File: src/rtl/rv_pkg.sv
// Shared RV32I decode definitions.
// OP-IMM opcode, funct3/funct7 codes and the decoded bundle.
package rv_pkg;

  localparam logic [6:0] OPC_OP_IMM = 7'b0010011;

  localparam logic [2:0] F3_ADDI  = 3'b000;
  localparam logic [2:0] F3_SLLI  = 3'b001;
  localparam logic [2:0] F3_SLTI  = 3'b010;
  localparam logic [2:0] F3_SLTIU = 3'b011;
  localparam logic [2:0] F3_XORI  = 3'b100;
  localparam logic [2:0] F3_SRXI  = 3'b101;
  localparam logic [2:0] F3_ORI   = 3'b110;
  localparam logic [2:0] F3_ANDI  = 3'b111;

  localparam logic [6:0] FUNCT7_ZERO = 7'b0000000;
  localparam logic [6:0] FUNCT7_SRA  = 7'b0100000;

  typedef struct packed {
    logic [2:0]  funct3;
    logic        bit_th;
    logic [31:0] imm;
    logic [4:0]  rs1;
    logic [4:0]  rd;
    logic        illegal;
  } opimm_dec_t;

endpackage

File: src/rtl/opimm_decode_stage_if.sv
// Fetch-side and ALU-side handshake bundle of the decode stage.
// master = surrounding pipeline, slave = decode stage.
interface opimm_decode_stage_if;

  logic        in_valid;
  logic        in_ready;
  logic [31:0] inst;
  logic        out_valid;
  logic        out_ready;
  logic [2:0]  funct3;
  logic        bit_th;
  logic [31:0] imm;
  logic [4:0]  rs1;
  logic [4:0]  rd;
  logic        illegal;

  modport master (
    output in_valid, inst, out_ready,
    input  in_ready, out_valid,
    input  funct3, bit_th, imm,
    input  rs1, rd, illegal
  );

  modport slave (
    input  in_valid, inst, out_ready,
    output in_ready, out_valid,
    output funct3, bit_th, imm,
    output rs1, rd, illegal
  );

endinterface

File: src/rtl/opimm_field_decode.sv
// Combinational OP-IMM field decoder.
// Shared with the fetch-side predecoder.
module opimm_field_decode
  import rv_pkg::*;
(
  input  logic [31:0] inst,
  output opimm_dec_t  dec
);

  logic [6:0]  f7;
  logic [31:0] shamt;
  logic [31:0] sext;
  logic        is_sll;
  logic        is_srx;
  logic        bad_f7;

  assign f7    = inst[31:25];
  assign shamt = {27'b0, inst[24:20]};
  assign sext  = {{20{inst[31]}}, inst[31:20]};

  // Field extraction, shift immediates and legality.
  always_comb begin
    dec        = '0;
    bad_f7     = 1'b0;
    is_sll     = inst[14:12] == F3_SLLI;
    is_srx     = inst[14:12] == F3_SRXI;
    dec.funct3 = inst[14:12];
    dec.bit_th = ~inst[30];
    dec.rs1    = inst[19:15];
    dec.rd     = inst[11:7];
    dec.imm    = sext;
    unique case (1'b1)
      is_sll: begin
        dec.imm = shamt;
        bad_f7  = f7 != FUNCT7_ZERO;
      end
      is_srx: begin
        dec.imm = shamt;
        bad_f7  = (f7 != FUNCT7_ZERO)
                & (f7 != FUNCT7_SRA);
      end
      default: begin
        dec.imm = sext;
        bad_f7  = 1'b0;
      end
    endcase
    dec.illegal = (inst[6:0] != OPC_OP_IMM)
                | bad_f7;
  end

endmodule

File: src/rtl/opimm_decode_stage.sv
// OP-IMM decode stage with output + skid register.
// in_ready comes straight from the skid valid flop.
module opimm_decode_stage
  import rv_pkg::*;
#(
  parameter int CNT_W = 16
) (
  input  logic             clk,
  input  logic             rst_n,
  input  logic             flush,
  opimm_decode_stage_if.slave bus,
  output logic [CNT_W-1:0] decoded_count,
  output logic [CNT_W-1:0] illegal_count
);

  localparam logic [CNT_W-1:0] CNT_ONE =
    {{(CNT_W-1){1'b0}}, 1'b1};

  opimm_dec_t dec;
  opimm_dec_t or_q;
  opimm_dec_t sk_q;
  logic       or_v;
  logic       sk_v;
  logic       in_fire;
  logic       out_fire;
  logic       or_free;

  opimm_field_decode u_dec (
    .inst (bus.inst),
    .dec  (dec)
  );

  assign in_fire  = bus.in_valid & ~sk_v;
  assign out_fire = or_v & bus.out_ready;
  assign or_free  = ~or_v | bus.out_ready;

  assign bus.in_ready  = ~sk_v;
  assign bus.out_valid = or_v;
  assign bus.funct3    = or_q.funct3;
  assign bus.bit_th    = or_q.bit_th;
  assign bus.imm       = or_q.imm;
  assign bus.rs1       = or_q.rs1;
  assign bus.rd        = or_q.rd;
  assign bus.illegal   = or_q.illegal;

  // Output/skid register movement; skid refills OR first.
  always_ff @(posedge clk) begin
    if (!rst_n) begin
      or_v <= 1'b0;
      sk_v <= 1'b0;
      or_q <= '0;
      sk_q <= '0;
    end else if (flush) begin
      or_v <= 1'b0;
      sk_v <= 1'b0;
    end else if (or_free) begin
      if (sk_v) begin
        or_q <= sk_q;
        or_v <= 1'b1;
        sk_v <= 1'b0;
      end else if (in_fire) begin
        or_q <= dec;
        or_v <= 1'b1;
      end else begin
        or_v <= 1'b0;
      end
    end else if (in_fire) begin
      sk_q <= dec;
      sk_v <= 1'b1;
    end
  end

  // Statistics on each instruction taken downstream.
  always_ff @(posedge clk) begin
    if (!rst_n) begin
      decoded_count <= '0;
      illegal_count <= '0;
    end else if (out_fire) begin
      if (or_q.illegal) begin
        if (illegal_count != '1)
          illegal_count <= illegal_count + CNT_ONE;
      end else begin
        decoded_count <= decoded_count + CNT_ONE;
      end
    end
  end

endmodule
File: src/flat_wrapper.sv
// flat-port wrapper written by rule: the top's interface ports become plain ports
module opimm_decode_stage_flat import rv_pkg::*;
#(
  parameter int CNT_W = 16
)
  (clk, rst_n, flush, decoded_count, illegal_count, bus_in_valid, bus_inst, bus_out_ready, bus_in_ready, bus_out_valid, bus_funct3, bus_bit_th, bus_imm, bus_rs1, bus_rd, bus_illegal);
  opimm_decode_stage_if bus_i ();
  input  logic clk;
  input  logic rst_n;
  input  logic flush;
  output logic [CNT_W-1:0] decoded_count;
  output logic [CNT_W-1:0] illegal_count;
  input wire logic [$bits(bus_i.in_valid)-1:0] bus_in_valid;
  input wire logic [$bits(bus_i.inst)-1:0] bus_inst;
  input wire logic [$bits(bus_i.out_ready)-1:0] bus_out_ready;
  output wire logic [$bits(bus_i.in_ready)-1:0] bus_in_ready;
  output wire logic [$bits(bus_i.out_valid)-1:0] bus_out_valid;
  output wire logic [$bits(bus_i.funct3)-1:0] bus_funct3;
  output wire logic [$bits(bus_i.bit_th)-1:0] bus_bit_th;
  output wire logic [$bits(bus_i.imm)-1:0] bus_imm;
  output wire logic [$bits(bus_i.rs1)-1:0] bus_rs1;
  output wire logic [$bits(bus_i.rd)-1:0] bus_rd;
  output wire logic [$bits(bus_i.illegal)-1:0] bus_illegal;
  assign bus_i.in_valid = bus_in_valid;
  assign bus_i.inst = bus_inst;
  assign bus_i.out_ready = bus_out_ready;
  assign bus_in_ready = bus_i.in_ready;
  assign bus_out_valid = bus_i.out_valid;
  assign bus_funct3 = bus_i.funct3;
  assign bus_bit_th = bus_i.bit_th;
  assign bus_imm = bus_i.imm;
  assign bus_rs1 = bus_i.rs1;
  assign bus_rd = bus_i.rd;
  assign bus_illegal = bus_i.illegal;
  opimm_decode_stage #(.CNT_W(CNT_W)) u_core (.clk(clk), .rst_n(rst_n), .flush(flush), .bus(bus_i), .decoded_count(decoded_count), .illegal_count(illegal_count));
endmodule
File: config.mk
export PLATFORM = sky130hd
export DESIGN_NAME = opimm_decode_stage_flat
export DESIGN_NICKNAME = d
export VERILOG_FILES = /design/src/rtl/rv_pkg.sv /design/src/rtl/opimm_decode_stage_if.sv /design/src/rtl/opimm_field_decode.sv /design/src/rtl/opimm_decode_stage.sv /design/src/flat_wrapper.sv
export SDC_FILE = /design/constraint.sdc
export NUM_CORES = 1
export LEC_CHECK = 0
export ABC_AREA = 0
export CORE_MARGIN = 2
export CORE_UTILIZATION = 40
export CTS_CLUSTER_DIAMETER = 120
export DETAILED_ROUTE_END_ITERATION = 6
export HOLD_SLACK_MARGIN = 0.08
export PLACE_DENSITY = 0.69
export RECOVER_POWER = 50
export SKIP_CTS_REPAIR_TIMING = 1
export SLEW_MARGIN = 20
export SYNTH_ARGS = -nofsm -noshare
export SYNTH_HDL_FRONTEND = slang
export SYNTH_SLANG_ARGS = --single-unit
File: constraint.sdc
create_clock -name clk -period 1.9 [get_ports clk]
set_input_delay 0.38 -clock clk [delete_from_list [all_inputs] [get_ports clk]]
set_output_delay 0.38 -clock clk [all_outputs]
set_load 0.01 [all_outputs]
### Sequential cells coloured by netlist name, run 1

The bar under the picture is 20 um long. Other sequential cells in the stronger grey, the rest of the logic in the fainter grey.
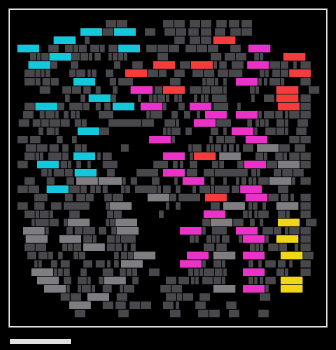
- magenta: u_core.sk_q (placed flops 27)
- red: u_core.bus.imm (placed flops 12)
- yellow: u_core.bus.rd (placed flops 5; where lower right)
- cyan: u_core.illegal_count (placed flops 16)
- not coloured: 28
Util after Layout: 0.570
Seq/total area: 0.318

### Clock routing, run 1

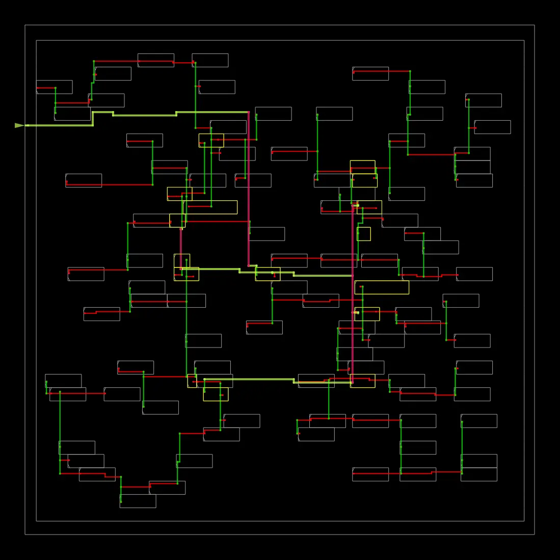
CTS Sinks: 88
TritonCTS Buffers: 9
clk_lat worst skew: 0.35 ns
clk_skew: 0.00588 ns
Clock net power: 1.46 mW

### Signal wires on met1, run 1

The bar under the picture is 20 um long.
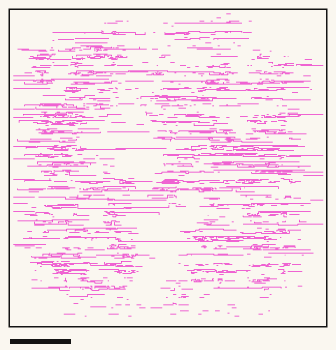
- wire length on this layer: 4360 um
- share of all routed wire: 46%
- nets with wire on the layer: 546
- longest straight run: 29.9 um
- main direction: horizontal

### Ports around the boundary, run 1

The bar under the picture is 20 um long. Pins as bars across the die edge, other pins in grey.
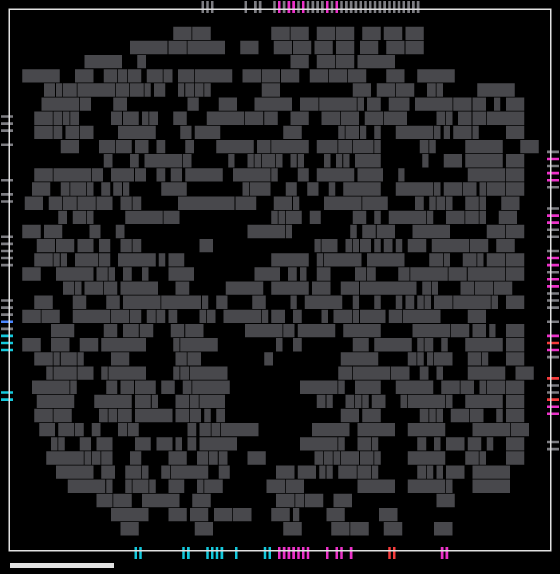
- red: bus_rs1 (pins 5; direction output; edge 3 right, 2 bottom)
- blue: bus_illegal (pins 1; direction output; edge left)
- cyan: decoded_count (pins 16; direction output; edge 11 bottom, 5 left)
- magenta: bus_inst (pins 32; direction input; edge 13 bottom, 13 right, 6 top)
- all pins by edge: 37 top, 33 right, 26 bottom, 22 left
PortBufs: 117
die x size: 104 um
Chip Height: 104 um

==> flow_summary_export.csv, run 1 <==
group,metric,value,unit
critical_path,crit_end,"bus_imm[30]",
placed_design,place_area,5360,um^2
critical_path,crit_start,"u_core.bus.imm[30]",
critical_path,critPathArrivalTime,1.45,ns
routing,highest_layer,"met4",
yosys,postSynthSeqShare,0.442,
yosys,edf_count,0,
run_status,status,"finished clean",
cts,clkSlewWorstSetupHoldPaths,0.09,ns
yosys,netlist.top_cell.by_area,"dfxtp_1",
power_and_ir_drop,power.leakage,1.97,nW
floorplan,die_area,10800,um^2
yosys,mux_area_frac,0.0767,
floorplan,fp_util,0.409,
global_routing,grtUsageMet1,0.228,
critical_path,cp-start-kind,"flip-flop",
hold_path,holdPathStages,2,
placed_design,hpwl,6.81,mm
yosys,yosysMostFrequentCell,"dfxtp_1",
finish,nets,613,
floorplan,rows,36,
final_timing,fin_ws,0.0680,ns
critical_path,crit_family,"buffers and inverters",
placed_design,place_ws,-0.281,ns
critical_path,end_kind,"primary output",
floorplan,design.core.area,9730,um^2
final_timing,fmax,546,MHz
critical_path,critPathMaxFanout,21,
routing,wl_met2,4.57,mm
routing,routed_via_density,5.05,
final_timing,finalSetupTns,0,ns
yosys,ys_area,3980,um^2
global_routing,use_met3,0.0428,
critical_path,crit_path_cell_trace,"buf_6, clkdlybuf4s50_1",
routing,routed_wl,9.45,mm
finish,largest_reg_flops,27,
global_routing,grt_usage,0.180,
flow_run,cap_violations,0,
yosys,synthTopCellsByArea,"dfxtp_1 44%, mux2i_1 6.5%, nand2_1 6.4%",
global_routing,grt_max_degree,50,
final_timing,hold_violations,0,
yosys,synth_adder_area_share,0.00629,
yosys,compound_area_frac,0.143,
yosys,postSynthAreaPerCell,8.64,um^2
finish,top_register,"u_core.sk_q",
yosys,ys_cells,461,
critical_path,crit_buf_inv,2,
yosys,logic_family,"simple AND/OR/NAND/NOR gates",
critical_path,reg2reg_to,"u_core.decoded_count[13]",
yosys,simple_gate_area_frac,0.239,
yosys,xor_share,0.0220,
final_timing,slew_viol_final,0,
routing,route.met3.wl,417,um
final_timing,fin_hold_ws,0.460,ns
final_timing,max_slew.worst_pin.slew,0.808,ns
finish,drive_gt1_frac,0.0933,
routing,drc,0,
global_routing,overflow,0,
finish,fin_area,5540,um^2
yosys,synthesis.area,3980,um^2
power_and_ir_drop,power_density,688,nW/um^2
cts,cts_max_path_buffers,2,
yosys,ys_warn_count,0,
yosys,numSynthFlops,88,
finish,mostFrequentLayoutCell,"clkdlybuf4s50_1",
hold_path,holdCritPathClass,"reg2reg",
yosys,ff_type,"dfxtp_1",
critical_path,crit_required,1.52,ns
yosys,yosysTopAreaCellShare,0.442,
routing,drtPass1Iterations,6,
finish,syn_to_final_growth,39.3,%
global_routing,grt-busiest-layer,"met2",
flow_run,warnings,26,
routing,ant_nets,0,
routing,met1_length,4.36,mm
placed_design,gp_congestion,0.797,
critical_path,slowest_stage,"clkdlybuf4s50_1",
cts,cts_root_buffer,"clkbuf_8",
floorplan,io_pins,118,
finish,final_layout_top_logic_cells,"96 x clkdlybuf4s50_1, 87 x dfxtp_1, 68 x nand2_1",
yosys,async_flop_share,0,
power_and_ir_drop,ir_worst_vdd,0.000321,V
critical_path,cp_num_cells,2,
finish,largest_registers,"u_core.sk_q: 27 flops, u_core.decoded_count: 16 flops, u_core.illegal_count: 16 flops",
routing,drt_iter0_drc,72,
global_routing,antenna_found_initial,0,
critical_path,rr_worst_depth,5,
yosys,syn_inst,461,
hold_path,hold_path_end,"u_core.sk_q[1]",
yosys,syn_nets,500,
yosys,ys_types,49,
final_timing,fin_crit_sh,0.964,
routing,avgRoutedWirePerCell,13.3,um
run 1: metrics by stage:
step / cells / power, mW
2_1_floorplan: 461 / 2.18
3_3_place_gp: 696 / 2.41
3_5_place_dp: 696 / 2.42
4_1_cts: 712 / 3.89
5_1_grt: 712 / 4.00
6_report: 712 / 3.81
run 1: report_power, final:
part / total [mW] / switching, mW / internal (mW) / leakage [nW]
registers: 1.92 / 0.0276 / 1.89 / 0.715
logic: 0.440 / 0.195 / 0.245 / 1.15
clock network: 1.46 / 0.674 / 0.784 / 0.113
run 1: area by class of cell:
class / count / area (um^2)
clock buffers: 10 / 138
clock inverters: 6 / 90.1
fillers: 913 / 4190
inverters: 8 / 30.0
multi-input cells: 321 / 1940
flip-flops and latches: 88 / 1760
well taps: 133 / 166
repair buffers: 146 / 1420
==> run 2, diff against run 1 <==
--- a/config.mk
+++ b/config.mk
@@ -14,7 +14,7 @@
 export PLACE_DENSITY = 0.69
 export RECOVER_POWER = 50
 export SKIP_CTS_REPAIR_TIMING = 1
-export SLEW_MARGIN = 20
+export SLEW_MARGIN = 10
 export SYNTH_ARGS = -nofsm -noshare
 export SYNTH_HDL_FRONTEND = slang
 export SYNTH_SLANG_ARGS = --single-unit
### Sequential cells coloured by netlist name, run 2

The bar under the picture is 20 um long. Other sequential cells in the stronger grey, the rest of the logic in the fainter grey.
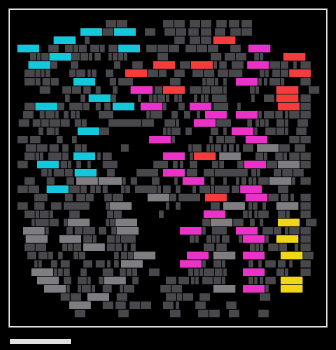
- cyan: u_core.illegal_count (placed flops 16)
- red: u_core.bus.imm (placed flops 12)
- magenta: u_core.sk_q (placed flops 27)
- yellow: u_core.bus.rd (placed flops 5; where lower right)
- not coloured: 28

==> run 2 against run 1 <==
Cell count is the same. Power is the same. Cell area is the same. Setup slack is the same. Critical path depth is the same. Die area is the same. Highest routed layer unchanged. Sequential power is essentially flat. Largest cell class unchanged.
==> flow_summary_export.csv, run 2 <==
group,metric,value,unit
run_status,status,"finished clean",
cts,cts_root_buffer,"clkbuf_8",
routing,drt_iter0_drc,72,
yosys,syn_nets,500,
global_routing,overflow,0,
routing,met1_length,4.36,mm
finish,seq_area,1760,um^2
final_timing,max_slew.worst_pin.slew,0.808,ns
final_timing,hold_violations,0,
routing,drtPass1Iterations,6,
flow_run,cap_violations,0,
floorplan,die_area,10800,um^2
global_routing,grt_usage,0.180,
power_and_ir_drop,power.leakage,1.97,nW
floorplan,die_y,104,um
finish,nets,613,
finish,nFillCells,913,
flow_run,warnings,26,
critical_path,crit_required,1.52,ns
yosys,yosysTopAreaCellShare,0.442,
placed_design,gp_congestion,0.797,
critical_path,crit_path_cell_trace,"buf_6, clkdlybuf4s50_1",
yosys,ys_cells,461,
cts,clkSlewWorstSetupHoldPaths,0.09,ns
floorplan,fp_util,0.409,
routing,route.met3.wl,417,um
finish,nClkBuffers,10,
power_and_ir_drop,seq_power_share,0.502,
hold_path,hold_path_end,"u_core.sk_q[1]",
power_and_ir_drop,power-top-group,"sequential cells",
yosys,ff_type,"dfxtp_1",
placed_design,hpwl,6.81,mm
critical_path,rr_worst_depth,5,
placed_design,place_area,5360,um^2
placed_design,place_ws,-0.281,ns
floorplan,rows,36,
routing,routed_via_density,5.05,
finish,syn_to_final_growth,39.3,%
power_and_ir_drop,powerClk,1.46,mW
power_and_ir_drop,p_int,2.92,mW
routing,wl_met2,4.57,mm
cts,cts_max_path_buffers,2,
placed_design,place_inst,696,
yosys,mux_area_frac,0.0767,
power_and_ir_drop,powerSeq,1.92,mW
power_and_ir_drop,power,3.81,mW
yosys,numSynthFlops,88,
power_and_ir_drop,comb-power,440,uW
finish,final_layout_top_logic_cells,"96 x clkdlybuf4s50_1, 87 x dfxtp_1, 68 x nand2_1",
finish,comb_cells,321,
yosys,postSynthAreaPerCell,8.64,um^2
final_timing,fin_hold_ws,0.460,ns
floorplan,tap_cells,133,
yosys,simple_gate_area_frac,0.239,
yosys,ys_area,3980,um^2
critical_path,cp-start-kind,"flip-flop",
yosys,async_flop_share,0,
finish,largest_registers,"u_core.sk_q: 27 flops, u_core.decoded_count: 16 flops, u_core.illegal_count: 16 flops",
finish,drive_gt1_frac,0.0933,
hold_path,holdPathStages,2,
finish,final_cell_count_no_fill,712,
global_routing,antenna_found_initial,0,
final_timing,fmax,546,MHz
yosys,yosysMostFrequentCell,"dfxtp_1",
critical_path,critPathArrivalTime,1.45,ns
finish,clock_area_frac,0.0411,
global_routing,use_met3,0.0428,
final_timing,finalSetupTns,0,ns
critical_path,crit_buf_inv,2,
critical_path,critPathMaxFanout,21,
critical_path,end_kind,"primary output",
final_timing,fin_skew,0.00588,ns
critical_path,crit_family,"buffers and inverters",
finish,n_all_inverters,8,
global_routing,grtUsageMet1,0.228,
routing,routed_wl,9.45,mm
finish,sh_seq_area,0.318,
yosys,xor_share,0.0220,
yosys,postSynthSeqShare,0.442,
yosys,synth_adder_area_share,0.00629,
routing,ant_nets,0,
routing,highest_layer,"met4",
yosys,compound_area_frac,0.143,
yosys,synthesis.area,3980,um^2
power_and_ir_drop,ir_worst_vdd,0.000321,V
finish,top_register,"u_core.sk_q",
yosys,syn_inst,461,
yosys,netlist.top_cell.by_area,"dfxtp_1",
yosys,logic_family,"simple AND/OR/NAND/NOR gates",
finish,fin_area,5540,um^2
finish,largest_reg_flops,27,
finish,signal_buffers,146,
finish,largest_cell_class,"logic gates",
global_routing,grt_max_degree,50,
placed_design,portBuffers,117,
floorplan,design.core.area,9730,um^2
finish,combGateArea,1940,um^2
yosys,ys_types,49,
yosys,synthTopCellsByArea,"dfxtp_1 44%, mux2i_1 6.5%, nand2_1 6.4%",
-- run 2: cell counts after synthesis --
Identical to the previous run, type by type.
-- run 2: worst max path at each step --
| stage | cells after the start | slack, ns | from | end |
|---|---|---|---|---|
| final | 2 | 0.07 | u_core.bus.imm[30] | bus_imm[30] |
| after global routing | 2 | 0.003 | u_core.bus.imm[30] | bus_imm[30] |
| after CTS | 2 | -0.003 | u_core.bus.imm[30] | bus_imm[16] |
| after detailed placement | 6 | -0.28 | bus_out_ready | u_core.decoded_count[13] |
| after global placement | 5 | -0.25 | bus_out_ready | u_core.decoded_count[15] |
| after floorplan | 4 | 0.22 | u_core.bus.out_valid | u_core.decoded_count[15] |
Power and IR drop assume default switching activity.
